File: config.mk
export PLATFORM = sky130hd
export DESIGN_NAME = aire_ctrl_param_flat
export DESIGN_NICKNAME = d
export VERILOG_FILES = /design/src/rtl/aire_ctrl_param_if.sv /design/src/rtl/aire_ctrl_param.sv /design/src/flat_wrapper.sv
export SDC_FILE = /design/constraint.sdc
export NUM_CORES = 1
export LEC_CHECK = 0
export CAP_MARGIN = 20
export CORE_ASPECT_RATIO = 0.75
export CORE_MARGIN = 4
export CORE_UTILIZATION = 55
export DETAILED_ROUTE_END_ITERATION = 8
export PLACE_DENSITY = 0.81
export SYNTH_ARGS = -nofsm -noshare
export SYNTH_HDL_FRONTEND = slang
export SYNTH_SLANG_ARGS = --single-unit
export TNS_END_PERCENT = 10
File: constraint.sdc
create_clock -name clock_i -period 2.25 [get_ports clock_i]
set_input_delay 0.45 -clock clock_i [delete_from_list [all_inputs] [get_ports clock_i]]
set_output_delay 0.45 -clock clock_i [all_outputs]
set_load 0.05 [all_outputs]
File: src/rtl/aire_ctrl_param_if.sv
// Front-panel / status bundle between the panel-side driver and the A/C controller.
// The master side drives power, fault and raw buttons. The slave side (the controller) drives
// state, fan speed, set-point and sleep-timer status. Widths follow the controller parameters.
interface aire_ctrl_param_if #(
  parameter int N_VEL     = 4,
  parameter int N_TEMP    = 8,
  parameter int SLEEP_CYC = 1000
);
  localparam int VW = (N_VEL  > 1) ? $clog2(N_VEL)  : 1;
  localparam int TW = (N_TEMP > 1) ? $clog2(N_TEMP) : 1;
  localparam int SW = $clog2(SLEEP_CYC + 1);

  logic          on;          // master power switch (level)
  logic          fault;       // sensor fault status (1 = fault)
  logic          pb_vel_up;   // raw button: speed +1
  logic          pb_vel_dn;   // raw button: speed -1
  logic          pb_temp_up;  // raw button: set-point +1
  logic          pb_temp_dn;  // raw button: set-point -1
  logic          pb_sleep;    // raw button: arm / re-arm sleep timer
  logic [2:0]    state;       // 0 OFF, 1 START, 2 RUN, 3 FAULT, 4 SLEPT
  logic [VW-1:0] vel;         // fan speed index, 0 unless RUN
  logic [TW-1:0] temp;        // set-point index, 0 unless powered
  logic          sleep_act;   // sleep timer armed and counting
  logic [SW-1:0] sleep_left;  // remaining sleep cycles

  modport master (
    output on, fault, pb_vel_up, pb_vel_dn, pb_temp_up, pb_temp_dn, pb_sleep,
    input  state, vel, temp, sleep_act, sleep_left
  );

  modport slave (
    input  on, fault, pb_vel_up, pb_vel_dn, pb_temp_up, pb_temp_dn, pb_sleep,
    output state, vel, temp, sleep_act, sleep_left
  );
endinterface

File: src/rtl/aire_ctrl_param.sv
// Air-conditioner controller: 5-button debounce, saturating speed/set-point, start-up delay,
// fault lockout and sleep timer. Latency: raw press -> vel/temp change = DEB_CYC+2 cycles.
// No backpressure: inputs are levels sampled every cycle, outputs are registered levels.
// Ports: clock_i / reset_i (synchronous, active-high) plus the slave side of aire_ctrl_param_if
// (on, fault, pb_* in; state, vel, temp, sleep_act, sleep_left out).
module aire_ctrl_param #(
  parameter int N_VEL     = 4,
  parameter int N_TEMP    = 8,
  parameter int TEMP_INIT = 3,
  parameter int DEB_CYC   = 4,
  parameter int START_CYC = 8,
  parameter int SLEEP_CYC = 1000
) (
  input  logic               clock_i,
  input  logic               reset_i,
  aire_ctrl_param_if.slave   bus
);

  localparam int VW = (N_VEL  > 1) ? $clog2(N_VEL)  : 1;
  localparam int TW = (N_TEMP > 1) ? $clog2(N_TEMP) : 1;
  localparam int SW = $clog2(SLEEP_CYC + 1);
  localparam int DW = $clog2(DEB_CYC + 1);
  localparam int CW = (START_CYC > 1) ? $clog2(START_CYC) : 1;
  localparam int NB = 5;

  localparam logic [VW-1:0] VMAX = VW'(N_VEL - 1);
  localparam logic [TW-1:0] TMAX = TW'(N_TEMP - 1);

  // Button bit positions in the debounce vectors.
  localparam int B_VUP = 0;
  localparam int B_VDN = 1;
  localparam int B_TUP = 2;
  localparam int B_TDN = 3;
  localparam int B_SLP = 4;

  typedef enum logic [2:0] {
    S_OFF   = 3'd0,
    S_START = 3'd1,
    S_RUN   = 3'd2,
    S_FAULT = 3'd3,
    S_SLEPT = 3'd4
  } state_e;

  state_e         state_q;
  logic [CW-1:0]  scnt_q;
  logic           sact_q;
  logic [SW-1:0]  sleft_q;
  logic [VW-1:0]  vel_q;
  logic [TW-1:0]  temp_q;

  logic [NB-1:0]  raw;
  logic [NB-1:0]  lvl_q, lvl_d;
  logic [NB-1:0]  prv_q;
  logic [NB-1:0]  press;
  logic [DW-1:0]  dcnt_q [NB];
  logic [DW-1:0]  dcnt_d [NB];

  logic [VW-1:0]  spd_q, spd_d;
  logic [TW-1:0]  sp_q, sp_d;
  logic           upd_en;

  assign raw = {bus.pb_sleep, bus.pb_temp_dn, bus.pb_temp_up, bus.pb_vel_dn, bus.pb_vel_up};

  // Debounce: the counter tracks how many consecutive samples disagree with the accepted level;
  // the DEB_CYC-th disagreeing sample flips the level, any agreeing sample restarts the count.
  always_comb begin
    lvl_d = lvl_q;
    for (int b = 0; b < NB; b++) begin
      dcnt_d[b] = '0;
      if (raw[b] != lvl_q[b]) begin
        if (dcnt_q[b] == DW'(DEB_CYC - 1)) begin
          lvl_d[b] = raw[b];
        end else begin
          dcnt_d[b] = dcnt_q[b] + 1'b1;
        end
      end
    end
  end

  // One pulse per accepted rising level, in the cycle after the level flips.
  assign press = lvl_q & ~prv_q;

  // Speed / set-point: opposing pulses in one cycle cancel; both saturate at their range ends.
  always_comb begin
    upd_en = bus.on && (state_q != S_FAULT);
    spd_d  = spd_q;
    sp_d   = sp_q;
    if (upd_en) begin
      if (press[B_VUP] && !press[B_VDN] && (spd_q != VMAX)) begin
        spd_d = spd_q + 1'b1;
      end else if (press[B_VDN] && !press[B_VUP] && (spd_q != '0)) begin
        spd_d = spd_q - 1'b1;
      end
      if (press[B_TUP] && !press[B_TDN] && (sp_q != TMAX)) begin
        sp_d = sp_q + 1'b1;
      end else if (press[B_TDN] && !press[B_TUP] && (sp_q != '0)) begin
        sp_d = sp_q - 1'b1;
      end
    end
  end

  always_ff @(posedge clock_i) begin
    if (reset_i) begin
      lvl_q  <= '0;
      prv_q  <= '0;
      dcnt_q <= '{default: '0};
      spd_q  <= '0;
      sp_q   <= TW'(TEMP_INIT);
      temp_q <= '0;
    end else begin
      lvl_q  <= lvl_d;
      prv_q  <= lvl_q;
      dcnt_q <= dcnt_d;
      spd_q  <= spd_d;
      sp_q   <= sp_d;
      temp_q <= bus.on ? sp_q : '0;
    end
  end

  // Main FSM with the sleep timer folded in. vel_q is written alongside every state change so
  // the fan index is only ever non-zero in the same cycle that state reads RUN.
  always_ff @(posedge clock_i) begin
    if (reset_i) begin
      state_q <= S_OFF;
      scnt_q  <= '0;
      sact_q  <= 1'b0;
      sleft_q <= '0;
      vel_q   <= '0;
    end else if (!bus.on) begin
      state_q <= S_OFF;
      sact_q  <= 1'b0;
      sleft_q <= '0;
      vel_q   <= '0;
    end else begin
      case (state_q)
        S_OFF: begin
          state_q <= S_START;
          scnt_q  <= CW'(START_CYC - 1);
          vel_q   <= '0;
        end
        S_START: begin
          vel_q <= '0;
          if (bus.fault) begin
            state_q <= S_FAULT;
          end else if (scnt_q == '0) begin
            state_q <= S_RUN;
            vel_q   <= spd_q;
          end else begin
            scnt_q <= scnt_q - 1'b1;
          end
        end
        S_RUN: begin
          if (bus.fault) begin
            state_q <= S_FAULT;
            sact_q  <= 1'b0;
            sleft_q <= '0;
            vel_q   <= '0;
          end else if (sact_q && (sleft_q == SW'(1))) begin
            // Last counted cycle: fan goes off and the timer disarms together.
            state_q <= S_SLEPT;
            sact_q  <= 1'b0;
            sleft_q <= '0;
            vel_q   <= '0;
          end else begin
            vel_q <= spd_q;
            if (press[B_SLP]) begin
              sact_q  <= 1'b1;
              sleft_q <= SW'(SLEEP_CYC);
            end else if (sact_q) begin
              sleft_q <= sleft_q - 1'b1;
            end
          end
        end
        S_FAULT, S_SLEPT: begin
          vel_q <= '0;
        end
        default: begin
          state_q <= S_OFF;
          sact_q  <= 1'b0;
          sleft_q <= '0;
          vel_q   <= '0;
        end
      endcase
    end
  end

  assign bus.state      = state_q;
  assign bus.vel        = vel_q;
  assign bus.temp       = temp_q;
  assign bus.sleep_act  = sact_q;
  assign bus.sleep_left = sleft_q;

endmodule
File: src/flat_wrapper.sv
// flat-port wrapper written by rule: the top's interface ports become plain ports
module aire_ctrl_param_flat 
#(
  parameter int N_VEL     = 4,
  parameter int N_TEMP    = 8,
  parameter int TEMP_INIT = 3,
  parameter int DEB_CYC   = 4,
  parameter int START_CYC = 8,
  parameter int SLEEP_CYC = 1000
)
  (clock_i, reset_i, bus_on, bus_fault, bus_pb_vel_up, bus_pb_vel_dn, bus_pb_temp_up, bus_pb_temp_dn, bus_pb_sleep, bus_state, bus_vel, bus_temp, bus_sleep_act, bus_sleep_left);
  aire_ctrl_param_if #(.N_VEL(N_VEL), .N_TEMP(N_TEMP), .SLEEP_CYC(SLEEP_CYC)) bus_i ();
  input  logic clock_i;
  input  logic reset_i;
  input wire logic [$bits(bus_i.on)-1:0] bus_on;
  input wire logic [$bits(bus_i.fault)-1:0] bus_fault;
  input wire logic [$bits(bus_i.pb_vel_up)-1:0] bus_pb_vel_up;
  input wire logic [$bits(bus_i.pb_vel_dn)-1:0] bus_pb_vel_dn;
  input wire logic [$bits(bus_i.pb_temp_up)-1:0] bus_pb_temp_up;
  input wire logic [$bits(bus_i.pb_temp_dn)-1:0] bus_pb_temp_dn;
  input wire logic [$bits(bus_i.pb_sleep)-1:0] bus_pb_sleep;
  output wire logic [$bits(bus_i.state)-1:0] bus_state;
  output wire logic [$bits(bus_i.vel)-1:0] bus_vel;
  output wire logic [$bits(bus_i.temp)-1:0] bus_temp;
  output wire logic [$bits(bus_i.sleep_act)-1:0] bus_sleep_act;
  output wire logic [$bits(bus_i.sleep_left)-1:0] bus_sleep_left;
  assign bus_i.on = bus_on;
  assign bus_i.fault = bus_fault;
  assign bus_i.pb_vel_up = bus_pb_vel_up;
  assign bus_i.pb_vel_dn = bus_pb_vel_dn;
  assign bus_i.pb_temp_up = bus_pb_temp_up;
  assign bus_i.pb_temp_dn = bus_pb_temp_dn;
  assign bus_i.pb_sleep = bus_pb_sleep;
  assign bus_state = bus_i.state;
  assign bus_vel = bus_i.vel;
  assign bus_temp = bus_i.temp;
  assign bus_sleep_act = bus_i.sleep_act;
  assign bus_sleep_left = bus_i.sleep_left;
  aire_ctrl_param #(.N_VEL(N_VEL), .N_TEMP(N_TEMP), .TEMP_INIT(TEMP_INIT), .DEB_CYC(DEB_CYC), .START_CYC(START_CYC), .SLEEP_CYC(SLEEP_CYC)) u_core (.clock_i(clock_i), .reset_i(reset_i), .bus(bus_i));
endmodule
Figure 1. Placement by cell class (run 1).
Scale bar: 20 um.
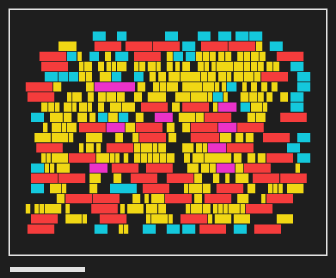
remaining buffers and delay cells -> cyan  # cells 41, share of their area 13%
remaining logic cells -> yellow  # cells 212, share of their area 46%
clock drivers and dummy loads -> magenta  # cells 8, share of their area 4.4%
registers -> red  # cells 52, share of their area 36%
area of the core: 4150 um^2
floorplan row count: 20

Figure 2. Pin placement (run 1).
Pins as bars across the die edge, other pins in grey.
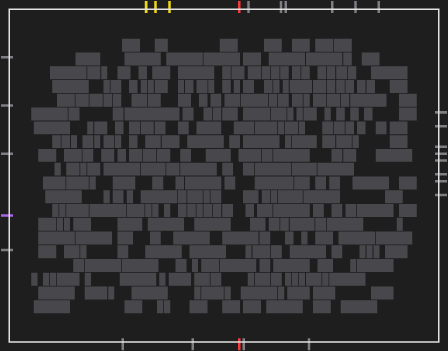
bus_vel -> red  # pins 2, direction output, edge 1 top, 1 bottom
bus_state -> yellow  # pins 3, direction output, edge top
bus_pb_temp_up -> purple  # pins 1, direction input, edge left
all pins by edge = 10 top, 8 right, 5 left, 5 bottom

==> qor_table.md, run 1 <==
| Quantity | Value | Unit |
|:---|:---|:---|
| Critical setup path kind | reg -> reg | - |
| Most used cells in the layout excluding fill and tap cells | 51 x sky130_fd_sc_hd__dfxtp_1, 38 x sky130_fd_sc_hd__nor2_1, 26 x sky130_fd_sc_hd__clkdlybuf4s50_1, 16 x sky130_fd_sc_hd__inv_1 | - |
| Multi-input logic area | 1280 | um^2 |
| Unrepaired setup endpoints after global routing | no | - |
| Final routed wire length divided by cell count | 12.6 | um |
| Leading register cell type out of synthesis | sky130_fd_sc_hd__dfxtp_1 | - |
| Clock Power Share | 0.380 | - |
| Mean post-synth cell area | 8.87 | um^2 |
| Shortest clock period the worst path allows after layout | 2.11 | ns |
| Number of max-cap violations | 0 | - |
| Share of flip-flops with an asynchronous set or reset after synthesis | 0 | - |
| Cell type of the slowest stage on the worst timing path | sky130_fd_sc_hd__or4b_4 | - |
| Number of failing setup endpoints in the final timing report | 0 | - |
| Delay of the slowest critical-path stage | 0.59 | ns |
| Endpoint with the worst hold slack | u_core.dcnt_q[3]$_SDFF_PP0_ | - |
| Maximum number of pins on one net before global-route repair | 26 | - |
| Origin of the critical flop-to-flop path | u_core.bus.sleep_left[1]$_SDFFE_PP0P_ | - |
| Switching portion of total power | 0.212 | - |
| Crit path buf inv count | 1 | - |
| Synthesized net count | 297 | - |
| Initial antenna violation count | 0 | - |
| PnR Total Power | 1780 | uW |
| GRT overflow | 0 | - |
| Seq/Total Area, Yosys | 0.430 | - |
| TritonCTS Buffers | 5 | - |
| Routability congestion estimate from global placement | 0.857 | - |
| TritonCTS clock tree | done | - |
| Warnings, synthesis | 0 | - |
| Slew headroom | 0.664 | - |
| Startpoint class of the critical path | register | - |
| Insertion Delay late pin | 0.29 | ns |
| Inserted Diodes | 0 | - |
| Number of global-route vias before repair | 1795 | - |
| Yosys stat cell total | 273 | - |
| Drc violations | 0 | - |
| Yosys reg bits | 52 | - |
| Number of max-slew violations in the final report | 0 | - |
| Tally of unique sky130hd cells used after synthesis | 45 | - |
| Maximum clock frequency | 0.473 | GHz |
| Portion of total power attributed to sequential cells | 0.537 | - |
| Arrival @ worst endpoint | 2.36 | ns |
| Worst Path Required | 2.50 | ns |
| Most frequent cell after synthesis | sky130_fd_sc_hd__dfxtp_1 | - |
| Type of the worst min-delay path | reg -> reg | - |
| Violation tally from detailed-route iteration zero | 220 | - |
| Clock Skews | 0.00777 | ns |
| First-pass iteration count of the detailed router | 4 | - |
| Via count | 2027 | - |
| Start point of the critical path | u_core.bus.sleep_left[1]$_SDFFE_PP0P_ | - |
| Endpoint kind of the worst setup timing path | register | - |
| Cell-internal power | 1400 | uW |
| Leakage power of the design | 0.00112 | uW |
| Hold Crit Start | u_core.dcnt_q[3]$_SDFF_PP0_ | - |
| Buffers added on ports | 27 | - |
| Layout Nets | 336 | - |
| Number of cells after detailed placement | 360 | - |
| Logic depth of the worst register-to-register path | 7 | - |
| Post-DP HPWL | 3480 | um |
| Summed standard-cell area reported by yosys | 2420 | um^2 |
| Fin. Hold Viols | 0 | - |
| Die Span Y | 65.5 | um |
| Hold slack final | 0.421 | ns |
| Number of antenna-violating nets in the routed design | 0 | - |
| Measured slew at the worst slew-check pin | 0.502 | ns |
| Non-filler cells in the finished layout | 368 | - |
| Number of clock sinks seen by CTS | 52 | - |
| Status | finished clean | - |
| Number of inserted filler cells in the final layout | 343 | - |
| Global-route wire length before repair | 8200 | um |
| Net switching power figure | 377 | uW |
| Top Family by Delay on Critical Path | simple AND/OR/NAND/NOR gates | - |
| Count of hold-fix buffers inserted at cts | 0 | - |
| EDFF count, synth | 0 | - |
| Cell area leaders | sky130_fd_sc_hd__dfxtp_1 43%, sky130_fd_sc_hd__ha_1 7.2%, sky130_fd_sc_hd__nor2_1 5.9% | - |
| Share of the core filled with cells | 0.714 | - |
| Power per Cell Area | 599 | nW/um^2 |
| Final period util | 0.939 | - |
| Die boundary width | 84.6 | um |
| I/O pin count | 28 | - |
| Crit Reg-Reg Endpoint | u_core.bus.sleep_left[2]$_SDFFE_PP0P_ | - |
| Number of cells on the worst hold path | 1 | - |
| Ranking of synthesized cells by instance count | 52 x sky130_fd_sc_hd__dfxtp_1, 38 x sky130_fd_sc_hd__nor2_1, 16 x sky130_fd_sc_hd__inv_1, 15 x sky130_fd_sc_hd__a21oi_1, 15 x sky130_fd_sc_hd__o21ai_0 | - |
| Number of vias per cell after detailed routing | 5.51 | - |
| Register cell area after layout | 1040 | um^2 |
| Global routing usage summed across all routing layers | 0.180 | - |
| Maximum number of buffers from clock root to sink | 2 | - |
| Total tool warning count | 28 | - |
| Total cell area at the placement stage | 2830 | um^2 |
| Cell type with the largest total area after synthesis | sky130_fd_sc_hd__dfxtp_1 | - |
| Most instantiated logic cell after routing | sky130_fd_sc_hd__dfxtp_1 | - |
| Reg2Reg Setup Slack | 0.14 | ns |
| Netlist Area Pre-Place | 2420 | um^2 |
| Total Die Area | 5540 | um^2 |
| Top area contributor share | 0.430 | - |
| Total detailed-routing wirelength | 4640 | um |
| Maximum resistive drop on vdd | 0.000339 | V |
| Part of the total power dissipated in combinational logic | 0.083 | - |
| CTS Root Cell | sky130_fd_sc_hd__clkbuf_8 | - |
| Series of cell instances along the critical path | inv_1, ha_1, and3b_1, and3_1, or4b_4, nor4b_2, a311o_2 | - |
| Number of H-tree branching levels | 2 | - |
| Number of cells produced by synthesis | 273 | - |
| Clock slew seen by the registers of the worst setup and hold paths | 0.09 | ns |
| Highest net fanout along the worst path | 9 | - |
| Fraction of final layout cells sized beyond drive strength 1 | 0.115 | - |
Figure 3. Cells by drive strength (run 1).
Scale bar: 20 um.
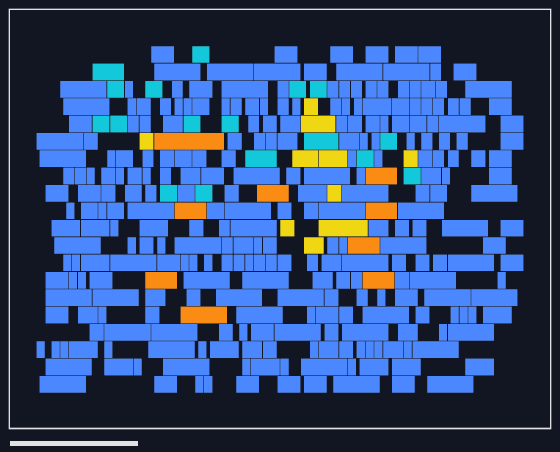
x3 and x4 -> cyan  # cells 17, share 5.4%, most used buf_4
x2 -> yellow  # cells 10, share 3.2%, most used or2_2
x1 and smaller -> blue  # cells 277, share 88%, most used dfxtp_1
x6 and larger -> orange  # cells 9, share 2.9%, most used clkbuf_8
final standard cell area without fillers: 2970 um^2
Area growth, synth to finish: 22.5%
Non-CTS buffers: 41

run 1: per-layer routing:
metal / vias up / track usage / part of all wire
met5: - / 0 / 0
met4: 0 / 0.0455 / 0.0086
met3: 4 / 0.0401 / 0.058
met2: 66 / 0.287 / 0.46
met1: 931 / 0.248 / 0.48
li1: 1026 / - / -
run 1: worst max-delay path by stage:
stage,end,cells after the start,slack [ns]
after floorplan,u_core.bus.sleep_left[2]$_SDFFE_PP0P_,8,0.1
after global placement,u_core.bus.sleep_left[2]$_SDFFE_PP0P_,5,-0.05
after detailed placement,u_core.bus.sleep_left[2]$_SDFFE_PP0P_,5,-0.09
after CTS,u_core.bus.sleep_left[2]$_SDFFE_PP0P_,7,0.17
after global routing,u_core.bus.sleep_left[2]$_SDFFE_PP0P_,7,0.03
final,u_core.bus.sleep_left[2]$_SDFFE_PP0P_,7,0.14
run 1: state kept, by name (all words and copies together), names as in the netlist:
| register | count |
|---|---|
| u_core.dcnt_q | 15 |
| u_core.bus.sleep_left | 10 |
| u_core.lvl_q | 5 |
| u_core.prv_q | 5 |
| u_core.bus.state | 3 |
| u_core.bus.temp | 3 |
| u_core.scnt_q | 3 |
| u_core.sp_q | 3 |
| u_core.bus.vel | 2 |
| u_core.spd_q | 2 |
| u_core.bus.sleep_act | 1 |
run 1: repair_timing:
action,4_1_cts,5_1_grt
setup buffers,0,0
gates resized,0,2
setup endpoints to repair,0,3
run 1: through the flow:
step / setup WS, ns / TNS, ns
after floorplan: 0.0955 / 0
after global placement: -0.0471 / -0.0938
after detailed placement: -0.0862 / -0.168
after CTS: 0.170 / 0
after global routing: 0.0263 / 0
final: 0.137 / 0
run 1: worst reg2reg max path: stages (launching register included):
cell,delay (ns)
sky130_fd_sc_hd__dfxtp_2,0.38
sky130_fd_sc_hd__inv_1,0.09
sky130_fd_sc_hd__ha_1,0.19
sky130_fd_sc_hd__and3b_1,0.18
sky130_fd_sc_hd__and3_1,0.25
sky130_fd_sc_hd__or4b_4,0.59
sky130_fd_sc_hd__nor4b_2,0.24
sky130_fd_sc_hd__a311o_2,0.14
run 1: final cells by class:
class                      instances  area share
clock inverter                     1      0.0101
tap                               55      0.0232
multi-input combinational        196       0.433
clock buffer                       7      0.0325
sequential                        52       0.351
timing repair buffer              41       0.130
inverter                          16      0.0202
run 1: power groups by stage:
| stage | sequential [uW] | combinational (uW) | clock [uW] |
|---|---|---|---|
| finish | 953 | 148 | 676 |
| global route | 957 | 164 | 744 |
| CTS | 953 | 148 | 695 |
| detailed placement | 975 | 147 | 0 |
| global placement | 974 | 144 | 0 |
| floorplan | 985 | 83.6 | 0 |
run 1: kinds of logic (layout without fill, tap and decap cells):
logic type / Yosys count / in the layout / share of synthesized area
compound gates: 49 / 49 / 0.126
buf+inv: 25 / 65 / 0.0429
xor+xnor: 9 / 9 / 0.0326
flops: 52 / 52 / 0.430
mux: 6 / 6 / 0.0269
fa+ha+maj: 15 / 15 / 0.0806
simple gates: 117 / 117 / 0.261
Figure 4. Clock distribution (run 1).
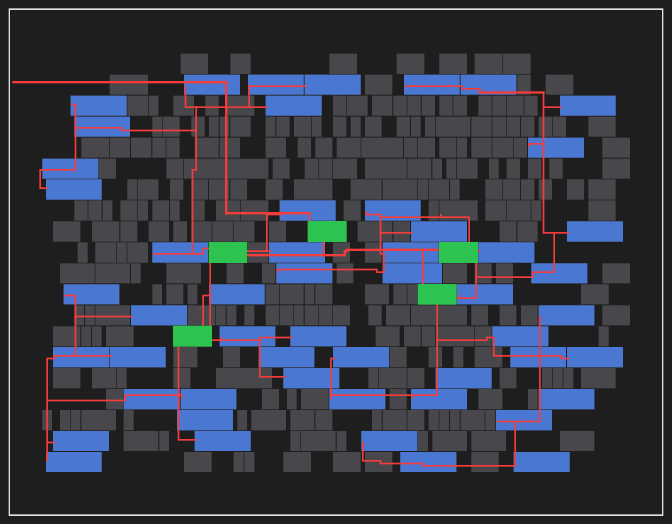

==> run 1 -> run 2 <==
--- a/config.mk
+++ b/config.mk
@@ -6,11 +6,10 @@
 export NUM_CORES = 1
 export LEC_CHECK = 0
 export CAP_MARGIN = 20
-export CORE_ASPECT_RATIO = 0.75
-export CORE_MARGIN = 4
-export CORE_UTILIZATION = 55
+export CORE_MARGIN = 1.5
+export CORE_UTILIZATION = 30
 export DETAILED_ROUTE_END_ITERATION = 8
-export PLACE_DENSITY = 0.81
+export PLACE_DENSITY = 0.5
 export SYNTH_ARGS = -nofsm -noshare
 export SYNTH_HDL_FRONTEND = slang
 export SYNTH_SLANG_ARGS = --single-unit
Figure 5. Clock distribution (run 2).
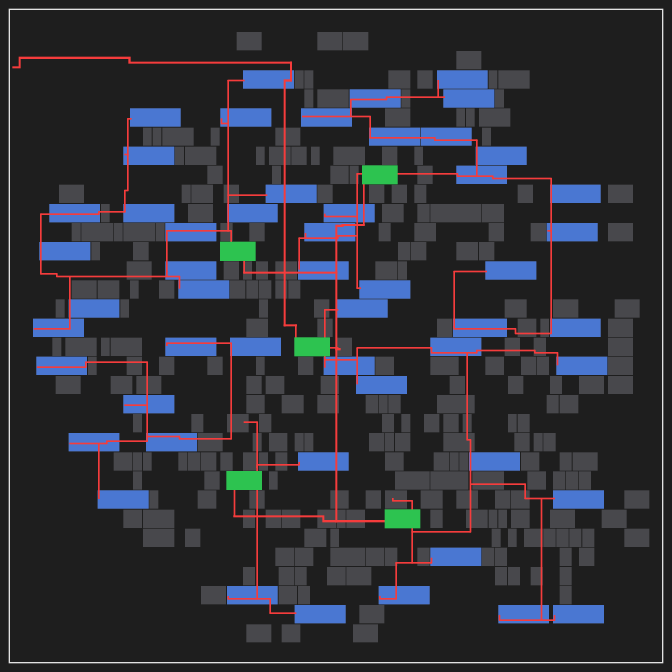
flip-flops -> blue  # count 52
clock wires -> red  # length 755 um
clock-net drivers -> green  # count 5
routed clock nets = 6
flops lie = spread over the die

==> qor_table.md, run 2 <==
| Quantity | Value | Unit | vs previous |
|:---|:---|:---|:---|
| Status | finished clean | - |  |
| Area growth, synth to finish | 23.0 | % |  |
| Routability congestion estimate from global placement | 0.795 | - | -7.2% |
| Highest net fanout along the worst path | 8 | - | -1 |
| Endpoint kind of the worst setup timing path | primary output | - |  |
| Crit Reg-Reg Endpoint | u_core.bus.sleep_left[2]$_SDFFE_PP0P_ | - |  |
| Worst setup timing slack at the placement stage | -0.0951 | ns | -0.00891 ns |
| Cell type of the slowest stage on the worst timing path | sky130_fd_sc_hd__clkdlybuf4s50_1 | - |  |
| Via count | 1936 | - | -4.5% |
| Global routing usage summed across all routing layers | 0.122 | - | -0.0580 |
| Maximum clock frequency | 0.470 | GHz | -0.70% |
| Number of inserted filler cells in the final layout | 814 | - | +140% |
| Most instantiated logic cell after routing | sky130_fd_sc_hd__dfxtp_1 | - |  |
| Post-DP HPWL | 3590 | um | +3.2% |
| Number of cells on the worst hold path | 1 | - | unchanged |
| Register cell area after layout | 1040 | um^2 | unchanged |
| Initial antenna violation count | 0 | - | unchanged |
| Final period util | 0.946 | - | +0.00657 |
| Maximum number of pins on one net before global-route repair | 26 | - | unchanged |
| Total tool warning count | 28 | - | unchanged |
| Number of vias per cell after detailed routing | 4.65 | - | -16% |
| Layout Nets | 337 | - | +0.30% |
| Number of gates resized after CTS | 0 | - | unchanged |
| Unrepaired setup endpoints after global routing | no | - |  |
| Summed standard-cell area reported by yosys | 2420 | um^2 | unchanged |
| Yosys reg bits | 52 | - | unchanged |
| Shortest clock period the worst path allows after layout | 2.13 | ns | +0.0148 ns |
| Violation tally from detailed-route iteration zero | 42 | - | -81% |
| Clock Skews | 0.00850 | ns | +0.000730 ns |
| I/O pin count | 28 | - | unchanged |
| Maximum number of buffers from clock root to sink | 2 | - | unchanged |
| EDFF count, synth | 0 | - | unchanged |
| Number of max-slew violations in the final report | 0 | - | unchanged |
| Count of hold-fix buffers inserted at cts | 0 | - | unchanged |
| CTS Root Cell | sky130_fd_sc_hd__clkbuf_8 | - |  |
| Most used cells in the layout excluding fill and tap cells | 51 x sky130_fd_sc_hd__dfxtp_1, 38 x sky130_fd_sc_hd__nor2_1, 26 x sky130_fd_sc_hd__clkdlybuf4s50_1, 16 x sky130_fd_sc_hd__inv_1, 16 x sky130_fd_sc_hd__buf_4 | - |  |
| Fin. Hold Viols | 0 | - | unchanged |
| Maximum resistive drop on vdd | 0.000220 | V | -35% |
| Number of global-route vias before repair | 1821 | - | +1.4% |
| Inserted Diodes | 0 | - | unchanged |
| Ranking of synthesized cells by instance count | 52 x sky130_fd_sc_hd__dfxtp_1, 38 x sky130_fd_sc_hd__nor2_1, 16 x sky130_fd_sc_hd__inv_1, 15 x sky130_fd_sc_hd__a21oi_1, 15 x sky130_fd_sc_hd__o21ai_0 | - |  |
| TritonCTS Buffers | 5 | - | unchanged |
| TritonCTS clock tree | done | - |  |
| Die Span Y | 92.8 | um | +42% |
| Arrival @ worst endpoint | 1.68 | ns | -0.68 ns |
| Post-CTS setup buffer count | 0 | - | unchanged |
| Worst Path Required | 1.80 | ns | -0.70 ns |
| Top Family by Delay on Critical Path | buffers and inverters | - |  |
| Power per Cell Area | 559 | nW/um^2 | -6.7% |
| Share of flip-flops with an asynchronous set or reset after synthesis | 0 | - | unchanged |
| Origin of the critical flop-to-flop path | u_core.bus.sleep_left[1]$_SDFFE_PP0P_ | - |  |
| Leading register cell type out of synthesis | sky130_fd_sc_hd__dfxtp_1 | - |  |
| Number of antenna-violating nets in the routed design | 0 | - | unchanged |
| Floorplan row count | 32 | - | +60% |
| First-pass iteration count of the detailed router | 4 | - | unchanged |
| Slew headroom | 0.658 | - | -0.00609 |
| Top area contributor share | 0.430 | - | unchanged |
| Number of failing setup endpoints in the final timing report | 0 | - | unchanged |
| Final routed wire length divided by cell count | 11.7 | um | -7.2% |
| Seq/Total Area, Yosys | 0.430 | - | unchanged |
| Number of max-cap violations | 0 | - | unchanged |
| Insertion Delay late pin | 0.32 | ns | +0.03 ns |
| Endpoint with the worst hold slack | u_core.dcnt_q[12]$_SDFF_PP0_ | - |  |
| Number of flip-flops under the largest register name | 15 | - | unchanged |
| Hold Crit Start | u_core.dcnt_q[12]$_SDFF_PP0_ | - |  |
| Fraction of final layout cells sized beyond drive strength 1 | 0.115 | - | -0.000366 |
| Number of H-tree branching levels | 2 | - | unchanged |
| Share of the core filled with cells | 0.383 | - | -0.331 |
| Global-route wire length before repair | 8290 | um | +1.2% |
| Drc violations | 0 | - | unchanged |
| Leakage power of the design | 0.00110 | uW | -1.6% |
| Type of the worst min-delay path | reg -> reg | - |  |
| Crit path buf inv count | 1 | - | unchanged |
| Clock slew seen by the registers of the worst setup and hold paths | 0.11 | ns | +0.02 ns |
| PnR Total Power | 1660 | uW | -6.3% |
| Startpoint class of the critical path | register | - |  |
| PnR worst setup slack | 0.122 | ns | -0.0148 ns |
| Netlist Area Pre-Place | 2420 | um^2 | unchanged |
| Warnings, synthesis | 0 | - | unchanged |
| Cell area leaders | sky130_fd_sc_hd__dfxtp_1 43%, sky130_fd_sc_hd__ha_1 7.2%, sky130_fd_sc_hd__nor2_1 5.9% | - |  |
Figure 6. Cells by drive strength (run 2).
Scale bar: 20 um.
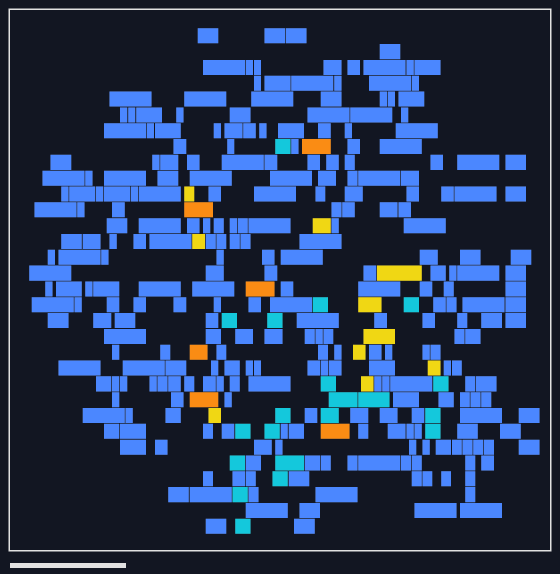
x3 and x4 -> cyan  # cells 20, share 6.4%, most used buf_4
x2 -> yellow  # cells 10, share 3.2%, most used or2_2
x6 and larger -> orange  # cells 6, share 1.9%, most used clkbuf_8
x1 and smaller -> blue  # cells 278, share 89%, most used dfxtp_1

## run 2: cell counts after synthesis
Identical to the previous run, type by type.
## run 2: cells by family after synthesis
| group | synth area share |
|---|---|
| buffers and inverters | 0.0429 |
| AND/OR/NAND/NOR | 0.261 |
| multiplexers | 0.0269 |
| flip-flops | 0.430 |
| XOR/XNOR | 0.0326 |
| AND-OR/OR-AND | 0.126 |
| adder cells (fa/ha/maj) | 0.0806 |
## run 2: stage by stage
step                setup TNS (ns)  hold slack [ns]  area (um^2)  cells
finish                           0            0.424         2980    416
floorplan                        0            0.399         2420    273
detailed placement          -0.493            0.411         2890    408
CTS                              0            0.426         2980    416
global placement            -0.427            0.409         2890    408
global route                     0            0.431         2980    416
## run 2: layout make-up
| cell class | instances | area share |
|---|---|---|
| well taps | 102 | 0.0429 |
| clock inverters | 3 | 0.00756 |
| repair buffers | 42 | 0.128 |
| multi-input cells | 196 | 0.429 |
| clock buffers | 5 | 0.0231 |
| inverters | 16 | 0.0202 |
| flip-flops and latches | 52 | 0.350 |
## run 2: metal layers
| layer | routed length (um) | track usage |
|---|---|---|
| met5 | 0 | 0 |
| met1 | 2390 | 0.153 |
| met2 | 2210 | 0.201 |
| met4 | 81 | 0.0492 |
| met3 | 190 | 0.0279 |
## run 2: how the worst max path moves through the flow
stage	start	to	depth (start not counted)
after floorplan	u_core.bus.sleep_left[1]$_SDFFE_PP0P_	u_core.bus.sleep_left[2]$_SDFFE_PP0P_	8
after global placement	bus_fault	u_core.bus.sleep_left[2]$_SDFFE_PP0P_	5
after detailed placement	bus_fault	u_core.bus.sleep_left[2]$_SDFFE_PP0P_	5
after CTS	u_core.bus.sleep_act$_SDFFE_PP0P_	bus_sleep_act	1
after global routing	u_core.bus.sleep_left[1]$_SDFFE_PP0P_	u_core.bus.sleep_left[2]$_SDFFE_PP0P_	7
final	u_core.bus.sleep_act$_SDFFE_PP0P_	bus_sleep_act	1
## run 2: report_power, final
| part | internal [uW] | total, uW | switching [uW] |
|---|---|---|---|
| Clock | 224 | 567 | 344 |
| Combinational | 64.3 | 145 | 80.6 |
| Sequential | 941 | 952 | 11.5 |
| Total | 1230 | 1660 | 436 |
==> run 2 -> run 3 <==
--- a/config.mk
+++ b/config.mk
@@ -8,6 +8,7 @@
 export CAP_MARGIN = 20
 export CORE_MARGIN = 1.5
 export CORE_UTILIZATION = 30
+export CTS_CLUSTER_SIZE = 28
 export DETAILED_ROUTE_END_ITERATION = 8
 export PLACE_DENSITY = 0.5
 export SYNTH_ARGS = -nofsm -noshare
Figure 7. Cells by drive strength (run 3).
Scale bar: 20 um.
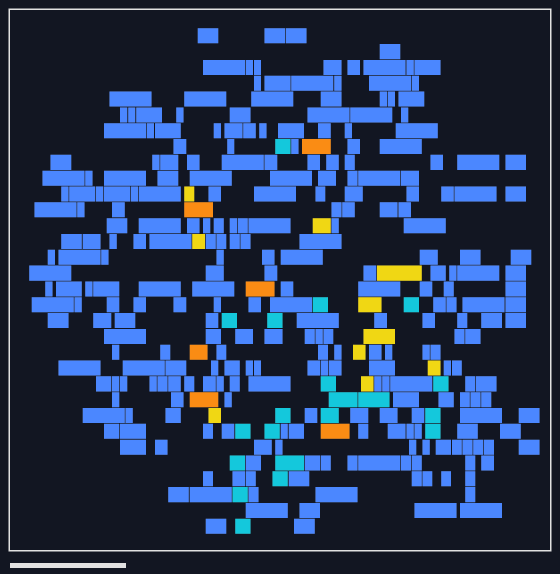
PnR worst setup slack: 0.122 ns
Non-CTS buffers: 42

==> qor_table.md, run 3 <==
| Quantity | Value | Unit | vs previous |
|:---|:---|:---|:---|
| Status | finished clean | - |  |
| Clock slew seen by the registers of the worst setup and hold paths | 0.11 | ns | about the same |
| Delay of the slowest critical-path stage | 0.86 | ns |  |
| Area of the core | 7770 | um^2 |  |
| CTS Root Cell | sky130_fd_sc_hd__clkbuf_8 | - |  |
| Leading register cell type out of synthesis | sky130_fd_sc_hd__dfxtp_1 | - |  |
| Cell type with the largest total area after synthesis | sky130_fd_sc_hd__dfxtp_1 | - |  |
| Origin of the critical flop-to-flop path | u_core.bus.sleep_left[1]$_SDFFE_PP0P_ | - |  |
| Total detailed-routing wirelength | 4870 | um |  |
| Number of flip-flops under the largest register name | 15 | - | unchanged |
| EDFF count, synth | 0 | - | unchanged |
| Logic depth of the worst register-to-register path | 7 | - |  |
| Switching portion of total power | 0.262 | - | unchanged |
| Layout Nets | 337 | - | unchanged |
| Number of failing setup endpoints in the final timing report | 0 | - | unchanged |
| Arrival @ worst endpoint | 1.68 | ns | about the same |
| Largest reg by FF count | u_core.dcnt_q | - |  |
| Total cell area at the placement stage | 2890 | um^2 | unchanged |
| Top Family by Delay on Critical Path | buffers and inverters | - |  |
| TritonCTS Buffers | 5 | - | unchanged |
| Initial antenna violation count | 0 | - | unchanged |
| Maximum resistive drop on vdd | 0.000220 | V | unchanged |
| Non-filler cells in the finished layout | 416 | - | unchanged |
| Total Die Area | 8620 | um^2 |  |
| Violation tally from detailed-route iteration zero | 42 | - | unchanged |
| Drc violations | 0 | - | unchanged |
| Share of flip-flops with an asynchronous set or reset after synthesis | 0 | - | unchanged |
| Unrepaired setup endpoints after global routing | no | - |  |
| Reg2Reg Setup Slack | 0.20 | ns |  |
| Part of the total power dissipated in combinational logic | 0.087 | - | about the same |
| Final routed wire length divided by cell count | 11.7 | um | unchanged |
| Maximum number of buffers from clock root to sink | 2 | - | unchanged |
| Clock Skews | 0.00850 | ns | unchanged |
| Type of the worst min-delay path | reg -> reg | - |  |
| Warnings, synthesis | 0 | - | unchanged |
| Hold Crit Start | u_core.dcnt_q[12]$_SDFF_PP0_ | - |  |
| GRT overflow | 0 | - |  |
| Summed standard-cell area reported by yosys | 2420 | um^2 | unchanged |
| Yosys stat cell total | 273 | - |  |
| Crit Reg-Reg Endpoint | u_core.bus.sleep_left[2]$_SDFFE_PP0P_ | - |  |
| Worst Path Required | 1.80 | ns | about the same |
| Highest net fanout along the worst path | 8 | - | unchanged |
| Number of cells produced by synthesis | 273 | - |  |
| Top area contributor share | 0.430 | - | unchanged |
| Synthesized net count | 297 | - |  |
| Routability congestion estimate from global placement | 0.795 | - | unchanged |
| Most instantiated logic cell after routing | sky130_fd_sc_hd__dfxtp_1 | - |  |
| Floorplan row count | 32 | - | unchanged |
| Shortest clock period the worst path allows after layout | 2.13 | ns | unchanged |
| Mean post-synth cell area | 8.87 | um^2 |  |
| Number of gates resized after CTS | 0 | - | unchanged |
| Number of H-tree branching levels | 2 | - | unchanged |
| Number of inserted filler cells in the final layout | 814 | - | unchanged |
| Final standard cell area without fillers | 2980 | um^2 | unchanged |
| Number of antenna-violating nets in the routed design | 0 | - | unchanged |
| Portion of total power attributed to sequential cells | 0.572 | - | about the same |
| Initial cell density of the core | 0.312 | - |  |
| Most used cells in the layout excluding fill and tap cells | 51 x sky130_fd_sc_hd__dfxtp_1, 38 x sky130_fd_sc_hd__nor2_1, 26 x sky130_fd_sc_hd__clkdlybuf4s50_1, 16 x sky130_fd_sc_hd__inv_1, 16 x sky130_fd_sc_hd__buf_4 | - |  |
| Global-route wire length before repair | 8290 | um | unchanged |
| Multi-input logic area | 1280 | um^2 |  |
| Global routing usage summed across all routing layers | 0.122 | - | unchanged |
| Crit path depth | 1 | - | unchanged |
| Post-DP HPWL | 3590 | um | unchanged |
| Share of the core filled with cells | 0.383 | - | unchanged |
| Leakage power of the design | 0.00110 | uW | unchanged |
| Endpoint kind of the worst setup timing path | primary output | - |  |
| Cell type of the slowest stage on the worst timing path | sky130_fd_sc_hd__clkdlybuf4s50_1 | - |  |
| Crit path buf inv count | 1 | - | unchanged |
| Inserted Diodes | 0 | - | unchanged |
| Series of cell instances along the critical path | clkdlybuf4s50_1 | - |  |
| Maximum clock frequency | 0.470 | GHz | unchanged |
| Measured slew at the worst slew-check pin | 0.500 | ns |  |
| Maximum number of pins on one net before global-route repair | 26 | - | unchanged |
| Critical setup path kind | reg -> out | - |  |
| Power per Cell Area | 559 | nW/um^2 | unchanged |
| Worst setup timing slack at the placement stage | -0.0951 | ns | unchanged |
| Startpoint class of the critical path | register | - |  |
| Seq/Total Area, Yosys | 0.430 | - | unchanged |
| Fin. Hold Viols | 0 | - | unchanged |
| Number of global-route vias before repair | 1821 | - | unchanged |
| Total tool warning count | 28 | - | unchanged |
| Post-CTS setup buffer count | 0 | - | unchanged |
| Register cell area after layout | 1040 | um^2 | unchanged |
| Clock Power Share | 0.341 | - | about the same |
| Slew headroom | 0.658 | - | unchanged |
| Number of cells after detailed placement | 408 | - | unchanged |
| Insertion Delay late pin | 0.32 | ns | about the same |
| Count of hold-fix buffers inserted at cts | 0 | - | unchanged |
| Cell area leaders | sky130_fd_sc_hd__dfxtp_1 43%, sky130_fd_sc_hd__ha_1 7.2%, sky130_fd_sc_hd__nor2_1 5.9% | - |  |
| Number of cells on the worst hold path | 1 | - | unchanged |
| Number of max-cap violations | 0 | - | unchanged |
| I/O pin count | 28 | - | unchanged |
| Number of max-slew violations in the final report | 0 | - | unchanged |
| Endpoint with the worst hold slack | u_core.dcnt_q[12]$_SDFF_PP0_ | - |  |
| Tally of unique sky130hd cells used after synthesis | 45 | - |  |
| Final period util | 0.946 | - | unchanged |
| Net switching power figure | 436 | uW | unchanged |
| Number of vias per cell after detailed routing | 4.65 | - | unchanged |
| Ranking of synthesized cells by instance count | 52 x sky130_fd_sc_hd__dfxtp_1, 38 x sky130_fd_sc_hd__nor2_1, 16 x sky130_fd_sc_hd__inv_1, 15 x sky130_fd_sc_hd__a21oi_1, 15 x sky130_fd_sc_hd__o21ai_0 | - |  |
| Most frequent cell after synthesis | sky130_fd_sc_hd__dfxtp_1 | - |  |
| TritonCTS clock tree | done | - |  |
| First-pass iteration count of the detailed router | 4 | - | unchanged |
| Netlist Area Pre-Place | 2420 | um^2 | unchanged |
| Fraction of final layout cells sized beyond drive strength 1 | 0.115 | - | unchanged |
| Area growth, synth to finish | 23.0 | % | unchanged |
| Yosys reg bits | 52 | - | unchanged |
| Via count | 1936 | - | unchanged |
| Cell-internal power | 1230 | uW | unchanged |
| Number of clock sinks seen by CTS | 52 | - |  |
Figure 8. Pin placement (run 3).
Pins as bars across the die edge, other pins in grey.
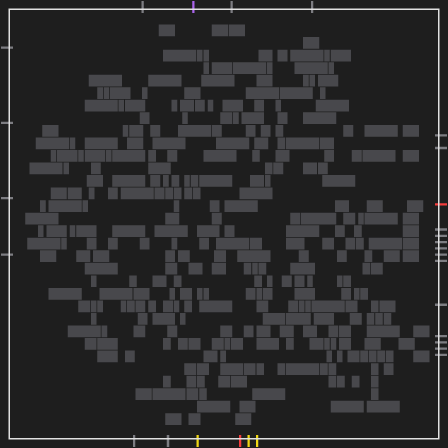
bus_pb_temp_up -> purple  # pins 1, direction input, edge top
bus_state -> yellow  # pins 3, direction output, edge bottom
bus_vel -> red  # pins 2, direction output, edge 1 bottom, 1 right
all pins by edge = 14 right, 6 bottom, 4 left, 4 top
buffers added on ports: 27
die boundary width: 92.8 um

## run 3: power groups by stage
stage	registers [uW]	clock network (uW)	logic (uW)
after global placement	974	0	145
final	952	567	145
after floorplan	985	0	83.6
after CTS	952	589	148
after detailed placement	974	0	147
after global routing	955	631	165
## run 3: how the worst max path moves through the flow
stage          slack [ns]                                    end                             startpoint
2_1_floorplan         0.1  u_core.bus.sleep_left[2]$_SDFFE_PP0P_  u_core.bus.sleep_left[1]$_SDFFE_PP0P_
3_3_place_gp        -0.08  u_core.bus.sleep_left[2]$_SDFFE_PP0P_                              bus_fault
3_5_place_dp         -0.1  u_core.bus.sleep_left[2]$_SDFFE_PP0P_                              bus_fault
4_1_cts              0.11                          bus_sleep_act      u_core.bus.sleep_act$_SDFFE_PP0P_
5_1_grt              0.03  u_core.bus.sleep_left[2]$_SDFFE_PP0P_  u_core.bus.sleep_left[1]$_SDFFE_PP0P_
6_report             0.12                          bus_sleep_act      u_core.bus.sleep_act$_SDFFE_PP0P_
## run 3: area by class of cell
cell class / instances / area share
Clock inverter: 3 / 0.00756
Multi-Input combinational cell: 196 / 0.429
Tap cell: 102 / 0.0429
Sequential cell: 52 / 0.350
Clock buffer: 5 / 0.0231
Inverter: 16 / 0.0202
Timing Repair Buffer: 42 / 0.128
## run 3: per-stage QoR
step | TNS (ns) | hold WS [ns] | total power, uW
after floorplan | 0 | 0.399 | 1070
after global placement | -0.427 | 0.409 | 1120
after detailed placement | -0.493 | 0.411 | 1120
after CTS | 0 | 0.426 | 1690
after global routing | 0 | 0.431 | 1750
final | 0 | 0.424 | 1660
## run 3: cells by family after synthesis
kind of cell	after synthesis	share of synthesized area
AOI/OAI and AO/OA	49	0.126
xor gates and xnor gates	9	0.0326
adders and majority gates	15	0.0806
buffers and inverters	25	0.0429
DFF	52	0.430
muxes	6	0.0269
and+or+nand+nor	117	0.261
## run 3: per-layer routing
| metal | part of all wire | vias to the layer above | global-route usage |
|---|---|---|---|
| met5 | 0 | - | 0 |
| met3 | 0.039 | 6 | 0.0279 |
| met2 | 0.45 | 33 | 0.201 |
| met1 | 0.49 | 868 | 0.153 |
| li1 | - | 1029 | - |
| met4 | 0.017 | 0 | 0.0492 |
Power is estimated from default activity; no workload was simulated.
